**Run 1: signal wires on met1**

Scale bar: 20 um.
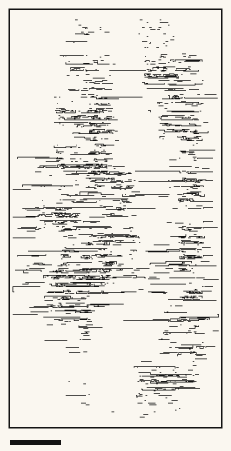
**Run 1: signal wires on met2**

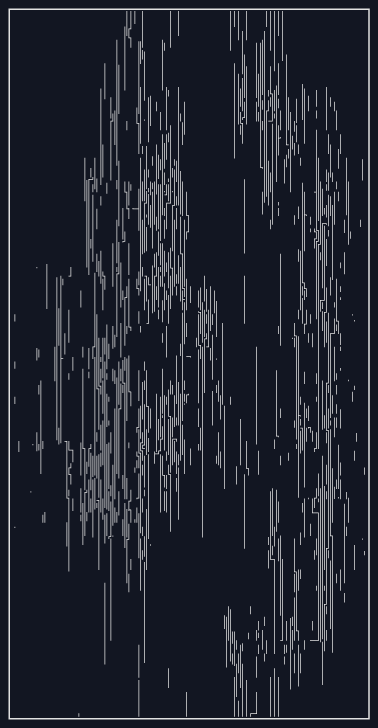
**Run 1: met3 routing**

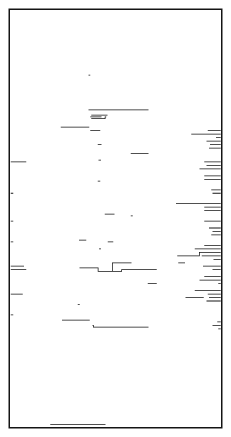
--- config.mk ---
export PLATFORM = sky130hd
export DESIGN_NAME = bitmap_scan_ctrl
export DESIGN_NICKNAME = d
export VERILOG_FILES = /design/src/rtl/lcd_pkg.sv /design/src/rtl/lcd_timing.sv /design/src/rtl/bitmap_scan_ctrl.sv
export SDC_FILE = /design/constraint.sdc
export NUM_CORES = 1
export LEC_CHECK = 0
export CAP_MARGIN = 5
export CORE_ASPECT_RATIO = 2
export CORE_UTILIZATION = 28
export DETAILED_ROUTE_END_ITERATION = 10
export SYNTH_ARGS = -nofsm -noshare
export SYNTH_HDL_FRONTEND = slang
export SYNTH_SLANG_ARGS = --single-unit
export TNS_END_PERCENT = 30
--- constraint.sdc ---
create_clock -name CLK -period 4.35 [get_ports CLK]
set_input_delay 0.87 -clock CLK [delete_from_list [all_inputs] [get_ports CLK]]
set_output_delay 0.87 -clock CLK [all_outputs]
set_load 0.01 [all_outputs]
--- src/rtl/lcd_pkg.sv ---
`default_nettype none
// ============================================================================
//  Module      : lcd_pkg
//  Description : Shared definitions for the bitmap scan controller: RGB565
//                field widths, default LCD timing values, the line/frame
//                phase encoding and the packed colour type.
//  Revision    : 1.0 - initial release
// ============================================================================
package lcd_pkg;

    // RGB565 field widths
    localparam int c_r_width   = 5;
    localparam int c_g_width   = 6;
    localparam int c_b_width   = 5;
    localparam int c_rgb_width = c_r_width + c_g_width + c_b_width;

    // Default horizontal timing, in pixel clocks
    localparam int c_def_h_active = 480;
    localparam int c_def_h_front  = 8;
    localparam int c_def_h_sync   = 4;
    localparam int c_def_h_back   = 43;

    // Default vertical timing, in lines
    localparam int c_def_v_active = 272;
    localparam int c_def_v_front  = 8;
    localparam int c_def_v_sync   = 4;
    localparam int c_def_v_back   = 12;

    // Phase of a line (horizontal) or of a frame (vertical)
    typedef enum logic [1:0] {
        PH_ACTIVE = 2'd0,
        PH_FRONT  = 2'd1,
        PH_SYNC   = 2'd2,
        PH_BACK   = 2'd3
    } phase_e;

    // RGB565 colour, red in the top bits
    typedef struct packed {
        logic [c_r_width-1:0] r;
        logic [c_g_width-1:0] g;
        logic [c_b_width-1:0] b;
    } rgb565_t;

endpackage : lcd_pkg
`default_nettype wire

--- src/rtl/lcd_timing.sv ---
`default_nettype none
// ============================================================================
//  Module      : lcd_timing
//  Description : Horizontal/vertical pixel counters, line and frame phase
//                FSMs and the stage-0 sync / data-enable decode.
//  Ports       : clk, rst        - pixel clock, synchronous active-high reset
//                o_frame_wrap    - last pixel of the last line (only when
//                                  BITMAP_BLINK_EN is defined)
//                o_hc_nxt/o_vc_nxt - counter values for the next cycle
//                o_act_nxt       - both phases ACTIVE in the next cycle
//                o_de            - data enable for the current counters
//                o_hsync_n/o_vsync_n - active-low syncs for current counters
//                o_sof           - current position is HC=0, VC=0
//  Config      : BITMAP_BLINK_EN adds the o_frame_wrap port.
//  Revision    : 1.0 - initial release
// ============================================================================
module lcd_timing
    import lcd_pkg::*;
#(
    parameter int H_ACTIVE = c_def_h_active,
    parameter int H_FRONT  = c_def_h_front,
    parameter int H_SYNC   = c_def_h_sync,
    parameter int H_BACK   = c_def_h_back,
    parameter int V_ACTIVE = c_def_v_active,
    parameter int V_FRONT  = c_def_v_front,
    parameter int V_SYNC   = c_def_v_sync,
    parameter int V_BACK   = c_def_v_back,
    parameter int HC_W     = $clog2(H_ACTIVE + H_FRONT + H_SYNC + H_BACK),
    parameter int VC_W     = $clog2(V_ACTIVE + V_FRONT + V_SYNC + V_BACK)
) (
    input  logic            clk,
    input  logic            rst,
`ifdef BITMAP_BLINK_EN
    output logic            o_frame_wrap,
`endif
    output logic [HC_W-1:0] o_hc_nxt,
    output logic [VC_W-1:0] o_vc_nxt,
    output logic            o_act_nxt,
    output logic            o_de,
    output logic            o_hsync_n,
    output logic            o_vsync_n,
    output logic            o_sof
);

    localparam int H_TOTAL = H_ACTIVE + H_FRONT + H_SYNC + H_BACK;
    localparam int V_TOTAL = V_ACTIVE + V_FRONT + V_SYNC + V_BACK;

    // Last count of each phase; the FSM moves on when the counter sits here
    localparam logic [HC_W-1:0] c_h_act_end = HC_W'(H_ACTIVE - 1);
    localparam logic [HC_W-1:0] c_h_fp_end  = HC_W'(H_ACTIVE + H_FRONT - 1);
    localparam logic [HC_W-1:0] c_h_sy_end  = HC_W'(H_ACTIVE + H_FRONT + H_SYNC - 1);
    localparam logic [HC_W-1:0] c_h_last    = HC_W'(H_TOTAL - 1);
    localparam logic [VC_W-1:0] c_v_act_end = VC_W'(V_ACTIVE - 1);
    localparam logic [VC_W-1:0] c_v_fp_end  = VC_W'(V_ACTIVE + V_FRONT - 1);
    localparam logic [VC_W-1:0] c_v_sy_end  = VC_W'(V_ACTIVE + V_FRONT + V_SYNC - 1);
    localparam logic [VC_W-1:0] c_v_last    = VC_W'(V_TOTAL - 1);

    logic [HC_W-1:0] hc_q, hc_d;
    logic [VC_W-1:0] vc_q, vc_d;
    phase_e          h_ph_q, h_ph_d;
    phase_e          v_ph_q, v_ph_d;
    logic            w_line_end;
    logic            w_frame_end;

    always_comb begin
        w_line_end  = (hc_q == c_h_last);
        w_frame_end = w_line_end && (vc_q == c_v_last);

        hc_d = w_line_end ? '0 : hc_q + HC_W'(1);
        vc_d = vc_q;
        if (w_line_end) begin
            vc_d = (vc_q == c_v_last) ? '0 : vc_q + VC_W'(1);
        end

        h_ph_d = h_ph_q;
        case (h_ph_q)
            PH_ACTIVE: if (hc_q == c_h_act_end) h_ph_d = PH_FRONT;
            PH_FRONT:  if (hc_q == c_h_fp_end)  h_ph_d = PH_SYNC;
            PH_SYNC:   if (hc_q == c_h_sy_end)  h_ph_d = PH_BACK;
            PH_BACK:   if (w_line_end)          h_ph_d = PH_ACTIVE;
            default:                            h_ph_d = PH_ACTIVE;
        endcase

        // The frame FSM only moves at the end of a line
        v_ph_d = v_ph_q;
        if (w_line_end) begin
            case (v_ph_q)
                PH_ACTIVE: if (vc_q == c_v_act_end) v_ph_d = PH_FRONT;
                PH_FRONT:  if (vc_q == c_v_fp_end)  v_ph_d = PH_SYNC;
                PH_SYNC:   if (vc_q == c_v_sy_end)  v_ph_d = PH_BACK;
                PH_BACK:   if (vc_q == c_v_last)    v_ph_d = PH_ACTIVE;
                default:                            v_ph_d = PH_ACTIVE;
            endcase
        end
    end

    always_ff @(posedge clk) begin
        if (rst) begin
            hc_q   <= '0;
            vc_q   <= '0;
            h_ph_q <= PH_ACTIVE;
            v_ph_q <= PH_ACTIVE;
        end else begin
            hc_q   <= hc_d;
            vc_q   <= vc_d;
            h_ph_q <= h_ph_d;
            v_ph_q <= v_ph_d;
        end
    end

    // Next-cycle view lets the top register the ROM address so that it
    // lines up with the counters and ROM data lines up with stage 1.
    assign o_hc_nxt  = hc_d;
    assign o_vc_nxt  = vc_d;
    assign o_act_nxt = (h_ph_d == PH_ACTIVE) && (v_ph_d == PH_ACTIVE);

    assign o_de      = (h_ph_q == PH_ACTIVE) && (v_ph_q == PH_ACTIVE);
    assign o_hsync_n = (h_ph_q != PH_SYNC);
    assign o_vsync_n = (v_ph_q != PH_SYNC);
    assign o_sof     = (hc_q == '0) && (vc_q == '0);

`ifdef BITMAP_BLINK_EN
    assign o_frame_wrap = w_frame_end;
`endif

endmodule : lcd_timing
`default_nettype wire

--- src/rtl/bitmap_scan_ctrl.sv ---
`default_nettype none
// ============================================================================
//  Module      : bitmap_scan_ctrl
//  Description : Scans a monochrome bitmap ROM onto an RGB565 parallel LCD.
//                Stage 0 is the counter position; stage 1 (one cycle later,
//                aligned with the ROM data) drives all LCD_* outputs.
//  Ports       : CLK, RESET            - pixel clock, synchronous active-high
//                PIXEL                 - ROM bit for the previous address
//                FG_COLOR, BG_COLOR    - RGB565 colours, latched per frame
//                BMP_X, BMP_Y          - registered ROM address
//                LCD_DE/HSYNC/VSYNC    - data enable, active-low syncs
//                LCD_R/G/B             - pixel colour
//                FRAME_START           - one-cycle pulse at the first pixel
//  Config      : BITMAP_BLINK_EN - 6-bit frame counter; FG/BG swap inside
//                the bitmap window while its bit 5 is set.
//  Revision    : 1.0 - initial release
// ============================================================================
module bitmap_scan_ctrl
    import lcd_pkg::*;
#(
    parameter int H_ACTIVE   = c_def_h_active,
    parameter int H_FRONT    = c_def_h_front,
    parameter int H_SYNC     = c_def_h_sync,
    parameter int H_BACK     = c_def_h_back,
    parameter int V_ACTIVE   = c_def_v_active,
    parameter int V_FRONT    = c_def_v_front,
    parameter int V_SYNC     = c_def_v_sync,
    parameter int V_BACK     = c_def_v_back,
    parameter int BMP_W      = 256,
    parameter int BMP_H      = 128,
    parameter int BMP_X0     = 112,
    parameter int BMP_Y0     = 72,
    parameter int ADDR_WIDTH = 8
) (
    input  logic                   CLK,
    input  logic                   RESET,
    input  logic                   PIXEL,
    input  logic [c_rgb_width-1:0] FG_COLOR,
    input  logic [c_rgb_width-1:0] BG_COLOR,
    output logic [ADDR_WIDTH-1:0]  BMP_X,
    output logic [ADDR_WIDTH-1:0]  BMP_Y,
    output logic                   LCD_DE,
    output logic                   LCD_HSYNC,
    output logic                   LCD_VSYNC,
    output logic [c_r_width-1:0]   LCD_R,
    output logic [c_g_width-1:0]   LCD_G,
    output logic [c_b_width-1:0]   LCD_B,
    output logic                   FRAME_START
);

    localparam int HC_W = $clog2(H_ACTIVE + H_FRONT + H_SYNC + H_BACK);
    localparam int VC_W = $clog2(V_ACTIVE + V_FRONT + V_SYNC + V_BACK);

    // Window bounds in counter width (half-open ranges)
    localparam logic [HC_W-1:0] c_x_lo = HC_W'(BMP_X0);
    localparam logic [HC_W-1:0] c_x_hi = HC_W'(BMP_X0 + BMP_W);
    localparam logic [VC_W-1:0] c_y_lo = VC_W'(BMP_Y0);
    localparam logic [VC_W-1:0] c_y_hi = VC_W'(BMP_Y0 + BMP_H);

    logic [HC_W-1:0] w_hc_nxt;
    logic [VC_W-1:0] w_vc_nxt;
    logic            w_act_nxt;
    logic            w_de;
    logic            w_hsync_n;
    logic            w_vsync_n;
    logic            w_sof;
    logic            w_win_nxt;
    logic            w_swap;
    rgb565_t         w_color;

    // Address stage (aligned with the counters)
    logic [ADDR_WIDTH-1:0] bmp_x_q, bmp_x_d;
    logic [ADDR_WIDTH-1:0] bmp_y_q, bmp_y_d;
    logic                  win0_q, win0_d;

    // Output stage (one cycle behind the counters)
    logic                  de_q, de_d;
    logic                  hsync_q, hsync_d;
    logic                  vsync_q, vsync_d;
    logic                  fs_q, fs_d;
    logic                  win1_q, win1_d;

    // Per-frame colour latches
    rgb565_t               fg_q, fg_d;
    rgb565_t               bg_q, bg_d;

`ifdef BITMAP_BLINK_EN
    logic                  w_frame_wrap;
    logic [5:0]            blink_q, blink_d;
`endif

    lcd_timing #(
        .H_ACTIVE (H_ACTIVE),
        .H_FRONT  (H_FRONT),
        .H_SYNC   (H_SYNC),
        .H_BACK   (H_BACK),
        .V_ACTIVE (V_ACTIVE),
        .V_FRONT  (V_FRONT),
        .V_SYNC   (V_SYNC),
        .V_BACK   (V_BACK),
        .HC_W     (HC_W),
        .VC_W     (VC_W)
    ) u_timing (
        .clk          (CLK),
        .rst          (RESET),
`ifdef BITMAP_BLINK_EN
        .o_frame_wrap (w_frame_wrap),
`endif
        .o_hc_nxt     (w_hc_nxt),
        .o_vc_nxt     (w_vc_nxt),
        .o_act_nxt    (w_act_nxt),
        .o_de         (w_de),
        .o_hsync_n    (w_hsync_n),
        .o_vsync_n    (w_vsync_n),
        .o_sof        (w_sof)
    );

    always_comb begin
        // Address is computed from the next counter values so the registered
        // BMP_X/BMP_Y match the current HC/VC and the ROM answer arrives in
        // step with the stage-1 outputs.
        w_win_nxt = w_act_nxt
                 && (w_hc_nxt >= c_x_lo) && (w_hc_nxt < c_x_hi)
                 && (w_vc_nxt >= c_y_lo) && (w_vc_nxt < c_y_hi);
        bmp_x_d = w_win_nxt ? ADDR_WIDTH'(w_hc_nxt - c_x_lo) : '0;
        bmp_y_d = w_win_nxt ? ADDR_WIDTH'(w_vc_nxt - c_y_lo) : '0;
        win0_d  = w_win_nxt;

        de_d    = w_de;
        hsync_d = w_hsync_n;
        vsync_d = w_vsync_n;
        fs_d    = w_sof;
        win1_d  = win0_q;

        // Colours are captured on the first pixel of a frame, so the output
        // of that pixel already uses the new values.
        fg_d = w_sof ? rgb565_t'(FG_COLOR) : fg_q;
        bg_d = w_sof ? rgb565_t'(BG_COLOR) : bg_q;
    end

    always_ff @(posedge CLK) begin
        if (RESET) begin
            bmp_x_q <= '0;
            bmp_y_q <= '0;
            win0_q  <= 1'b0;
            de_q    <= 1'b0;
            hsync_q <= 1'b1;
            vsync_q <= 1'b1;
            fs_q    <= 1'b0;
            win1_q  <= 1'b0;
            fg_q    <= '0;
            bg_q    <= '0;
        end else begin
            bmp_x_q <= bmp_x_d;
            bmp_y_q <= bmp_y_d;
            win0_q  <= win0_d;
            de_q    <= de_d;
            hsync_q <= hsync_d;
            vsync_q <= vsync_d;
            fs_q    <= fs_d;
            win1_q  <= win1_d;
            fg_q    <= fg_d;
            bg_q    <= bg_d;
        end
    end

`ifdef BITMAP_BLINK_EN
    always_comb begin
        blink_d = w_frame_wrap ? blink_q + 6'd1 : blink_q;
    end

    always_ff @(posedge CLK) begin
        if (RESET) begin
            blink_q <= '0;
        end else begin
            blink_q <= blink_d;
        end
    end
`endif

    // Colour select: PIXEL is already stage-1 aligned, so it joins the
    // registered flags combinationally rather than adding a cycle.
    always_comb begin
`ifdef BITMAP_BLINK_EN
        w_swap = blink_q[5];
`else
        w_swap = 1'b0;
`endif
        w_color = '0;
        if (de_q) begin
            w_color = bg_q;
            if (win1_q) begin
                w_color = (PIXEL ^ w_swap) ? fg_q : bg_q;
            end
        end
    end

    assign BMP_X       = bmp_x_q;
    assign BMP_Y       = bmp_y_q;
    assign LCD_DE      = de_q;
    assign LCD_HSYNC   = hsync_q;
    assign LCD_VSYNC   = vsync_q;
    assign LCD_R       = w_color.r;
    assign LCD_G       = w_color.g;
    assign LCD_B       = w_color.b;
    assign FRAME_START = fs_q;

endmodule : bitmap_scan_ctrl
`default_nettype wire
==> summary.txt, run 1 <==
Yosys Chip Area: 3640 um^2
Clock share of power: 48.4%
Ys flop type: dfxtp_1
Internal power: 0.00139 W
GRT Overall Usage: 14.4%
Status: finished, final reports clean
Gr ovfl total: 0
FF+latch count, synth: 77
Latency at later pin: 340 ps
CP max FO: 14
Sw Share: 21.7%
Top cell area share: 42.4%
TritonCTS Buffers: 9
Most numerous logic cell after layout: nand2_1
Max Transition Viols Final: 0
Die Width: 82.6 um
Post-layout period usage: 85.8%
Reg2reg end: BMP_X[6]
Fin area: 4790 um^2
Vias in the first global route: 3153
Synth-to-layout area growth: 31.7%
CTS tree: built
DR pass1 iterations: 4
PD cells: 371 nW/um^2
DP HPWL: 6570 um
Critical path launch point: u_timing.vc_q[1]
Max-Cap Viols: 0
OpenROAD warning count: 29
Global-route wire length before repair: 14700 um
R2R Setup Slk: 620 ps
TNS Setup: 0 ps
Number of synthesis warnings: 0
Post-Syn Area: 3640 um^2
GPL Wtd Cong: 0.805
H-tree depth: 3
Crit. End Element: flop
Cell taking the most area after synthesis: dfxtp_1
Initial antenna violation count: 0
End of the critical path: BMP_X[6]
Leak: 1.67 nW
Final Hold Violation Tally: 0
Register share of total power: 42.7%
Seq share, synth: 42.4%
Combinational share of power: 8.9%
R2r startpoint: u_timing.vc_q[1]
Post-Syn Instances: 455
Nets: 551
Notes on 'signal wires on met1' above:
- wire length on this layer: 3610 um
- share of all routed wire: 39%
- nets with wire on the layer: 480
total wire length: 9240 um
Vias: 3329

Notes on 'signal wires on met2' above:
- main direction: vertical
- longest straight run: 47.1 um
- share of all routed wire: 54%
- nets with wire on the layer: 459
- wire length on this layer: 5000 um

Notes on 'met3 routing' above:
- longest straight run: 23.2 um
- share of all routed wire: 4.5%
- main direction: horizontal
- wire length on this layer: 419 um

[run 1: layout make-up]
cell class	count	area, um^2	area share (%)
multi-input combinational	337	1930	40.3
sequential	77	1540	32.2
timing repair buffer	78	768	16.0
clock buffer	12	246	5.15
tap	150	188	3.92
clock inverter	4	95.1	1.99
inverter	6	22.5	0.470
[run 1: logic make-up (layout without fill, tap and decap cells)]
kind of cell	count (synthesis)	in the layout	share of synthesized area [%]
AND-OR/OR-AND	84	84	14.5
XOR/XNOR	17	17	4.09
adder cells (fa/ha/maj)	7	7	2.41
buffers and inverters	41	100	4.71
flip-flops	77	77	42.4
multiplexers	2	2	0.551
AND/OR/NAND/NOR	227	227	31.3
[run 1: how the worst min path moves through the flow]
stage / startpoint / endpoint / slack, ps / cells past startpoint
detailed placement: win0_q / win1_q / 440 / 1
CTS: win0_q / win1_q / 450 / 1
finish: win0_q / win1_q / 440 / 1
global placement: bg_q[15] / bg_q[15] / 440 / 2
global route: fg_q[12] / fg_q[12] / 460 / 2
floorplan: win0_q / win1_q / 410 / 1
[run 1: sequential cells by signal (all words and copies together) (netlist names), 2 cells and up]
name	flops
bg_q	16
fg_q	16
u_timing.hc_q	10
u_timing.vc_q	9
BMP_X	8
BMP_Y	8
u_timing.h_ph_q	2
u_timing.v_ph_q	2
[run 1: power by group through the flow]
stage	sequential [W]	clock [W]	combinational, W
3_3_place_gp	0.000773	0	0.000157
6_report	0.000759	0.000859	0.000158
2_1_floorplan	0.000767	0	0.0000921
5_1_grt	0.000762	0.000915	0.000177
4_1_cts	0.000759	0.000885	0.000160
3_5_place_dp	0.000774	0	0.000159
[run 1: critical path, cell delays in order (launching register included)]
cell and delay, ps:
dfxtp_1 450, ha_1 390, nand4b_1 220, nor4_4 480, o21ai_0 170, a22oi_1 350, ha_1 350, inv_1 70
a211oi_1 200, or3_1 250, nand4_4 290, buf_4 270, nor3_2 170
[run 1: routing by layer]
metal	wire, um	global-route usage [%]
met3	418	3.24
met2	5000	26.3
met4	219	8.07
met1	3610	14.4
met5	0	0
[run 1: cells in the mapped netlist (3+ instances only)]
master,instances
a211oi_1,4
a21boi_0,16
a21oi_1,41
a22oi_1,3
and2_1,3
and3_1,3
and4_1,4
clkbuf_1,29
dfxtp_1,77
ha_1,7
inv_1,6
nand2_1,113
nand2b_1,3
nand3_1,10
nand4_1,7
nor2_1,30
nor2b_1,4
nor3_1,17
nor3_2,6
nor4_1,6
o21ai_0,9
xnor2_1,5
xor2_1,12
[run 1: metrics by stage]
step           hold slack [ps]  power, W  instances  utilization (%)
3_5_place_dp               440  0.000933        648             35.2
3_3_place_gp               439  0.000930        648             35.2
4_1_cts                    453   0.00180        664             37.9
6_report                   444   0.00178        664             37.9
2_1_floorplan              414  0.000859        455                -
5_1_grt                    462   0.00185        664             37.9
==> inputs of run 2 (changes only) <==
- CAP_MARGIN: 5 -> not set
- HOLD_SLACK_MARGIN: not set -> 0.1
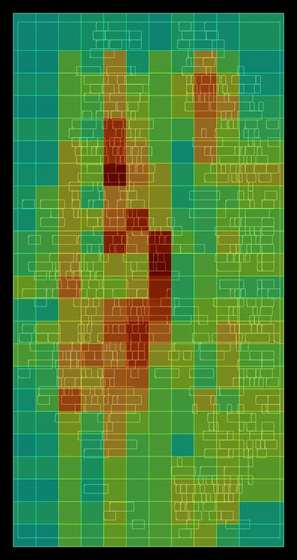
**Above:** run 2 (routing congestion).
WL/cell: 13.9 um
GR Util met3: 3.24%

==> run 2 against run 1 <==
Against the previous run:
- final cell count did not move
- first-iteration DRC count is the same
- sequential share of layout area stayed put
- combinational power about the same
- clock-buffer cell count stayed put
- critical endpoint unchanged
- highest routed layer unchanged
==> summary.txt, run 2 <==
Highest Signal Layer: met4 (unchanged)
Yosys Chip Area: 3640 um^2 (unchanged)
Most numerous logic cell after layout: nand2_1 (unchanged)
DR pass1 iterations: 4 (unchanged)
CTS tree: built (unchanged)
Post-Syn Area: 3640 um^2 (unchanged)
Logic area: 1930 um^2 (unchanged)
Leak: 1.67 nW (unchanged)
Sw Share: 21.7% (unchanged)
OpenROAD warning count: 29 (unchanged)
Top cells by count: 113 x nand2_1, 77 x dfxtp_1, 41 x a21oi_1 (unchanged)
Nets: 551 (unchanged)
Global-route wire length before repair: 14700 um (unchanged)
GPL Wtd Cong: 0.805 (unchanged)
PD cells: 371 nW/um^2 (unchanged)
Max-Cap Viols: 0 (unchanged)
Status: finished, final reports clean (unchanged)
Gr ovfl total: 0 (unchanged)
TNS Setup: 0 ps (unchanged)
Post-layout period usage: 85.8% (unchanged)
Seq share, synth: 42.4% (unchanged)
Total wire length: 9240 um (unchanged)
run 2: cell counts after synthesis:
Identical to the previous run, type by type.
run 2: area by class of cell:
class | count | share of cell area, %
repair buffers | 78 | 16.0
clock buffers | 12 | 5.15
well taps | 150 | 3.92
multi-input cells | 337 | 40.3
flip-flops and latches | 77 | 32.2
clock inverters | 4 | 1.99
inverters | 6 | 0.470
run 2: critical path, cell delays in order (launching register included):
cell and delay (ps):
dfxtp_1 450, ha_1 390, nand4b_1 220, nor4_4 480, o21ai_0 170, a22oi_1 350, ha_1 350, inv_1 70
a211oi_1 200, or3_1 250, nand4_4 290, buf_4 270, nor3_2 170
run 2: per-layer routing:
| layer | up-vias | track usage, % |
|---|---|---|
| li1 | 1671 | - |
| met1 | 1562 | 14.4 |
| met2 | 82 | 26.3 |
| met3 | 14 | 3.24 |
| met4 | 0 | 8.07 |
| met5 | - | 0 |
run 2: power by group through the flow:
stage	clock, W	combinational (W)	sequential [W]
6_report	0.000859	0.000158	0.000759
5_1_grt	0.000915	0.000177	0.000762
4_1_cts	0.000885	0.000160	0.000759
3_5_place_dp	0	0.000159	0.000774
3_3_place_gp	0	0.000157	0.000773
2_1_floorplan	0	0.0000921	0.000767
run 2: final timing paths:
check                        start        to  slack, ps  cells past startpoint
hold reg to reg             win0_q    win1_q        440                      1
hold / removal              win0_q    win1_q        440                      1
setup reg to reg  u_timing.vc_q[1]  BMP_X[6]        620                     12
setup / recovery  u_timing.vc_q[1]  BMP_X[6]        620                     12
run 2: cells by family after synthesis:
| family | share of synthesized area (%) |
|---|---|
| AOI/OAI and AO/OA | 14.5 |
| xor gates and xnor gates | 4.09 |
| adders and majority gates | 2.41 |
| buffers and inverters | 4.71 |
| DFF | 42.4 |
| muxes | 0.551 |
| and+or+nand+nor | 31.3 |
run 2: stage by stage:
stage,setup WS (ps),total power (W),area (um^2),std cells
3_3_place_gp,671,0.000930,4450,648
3_5_place_dp,572,0.000933,4450,648
2_1_floorplan,1030,0.000859,3640,455
6_report,617,0.00178,4790,664
4_1_cts,558,0.00180,4790,664
5_1_grt,196,0.00185,4790,664
Power is estimated from default activity; no workload was simulated.
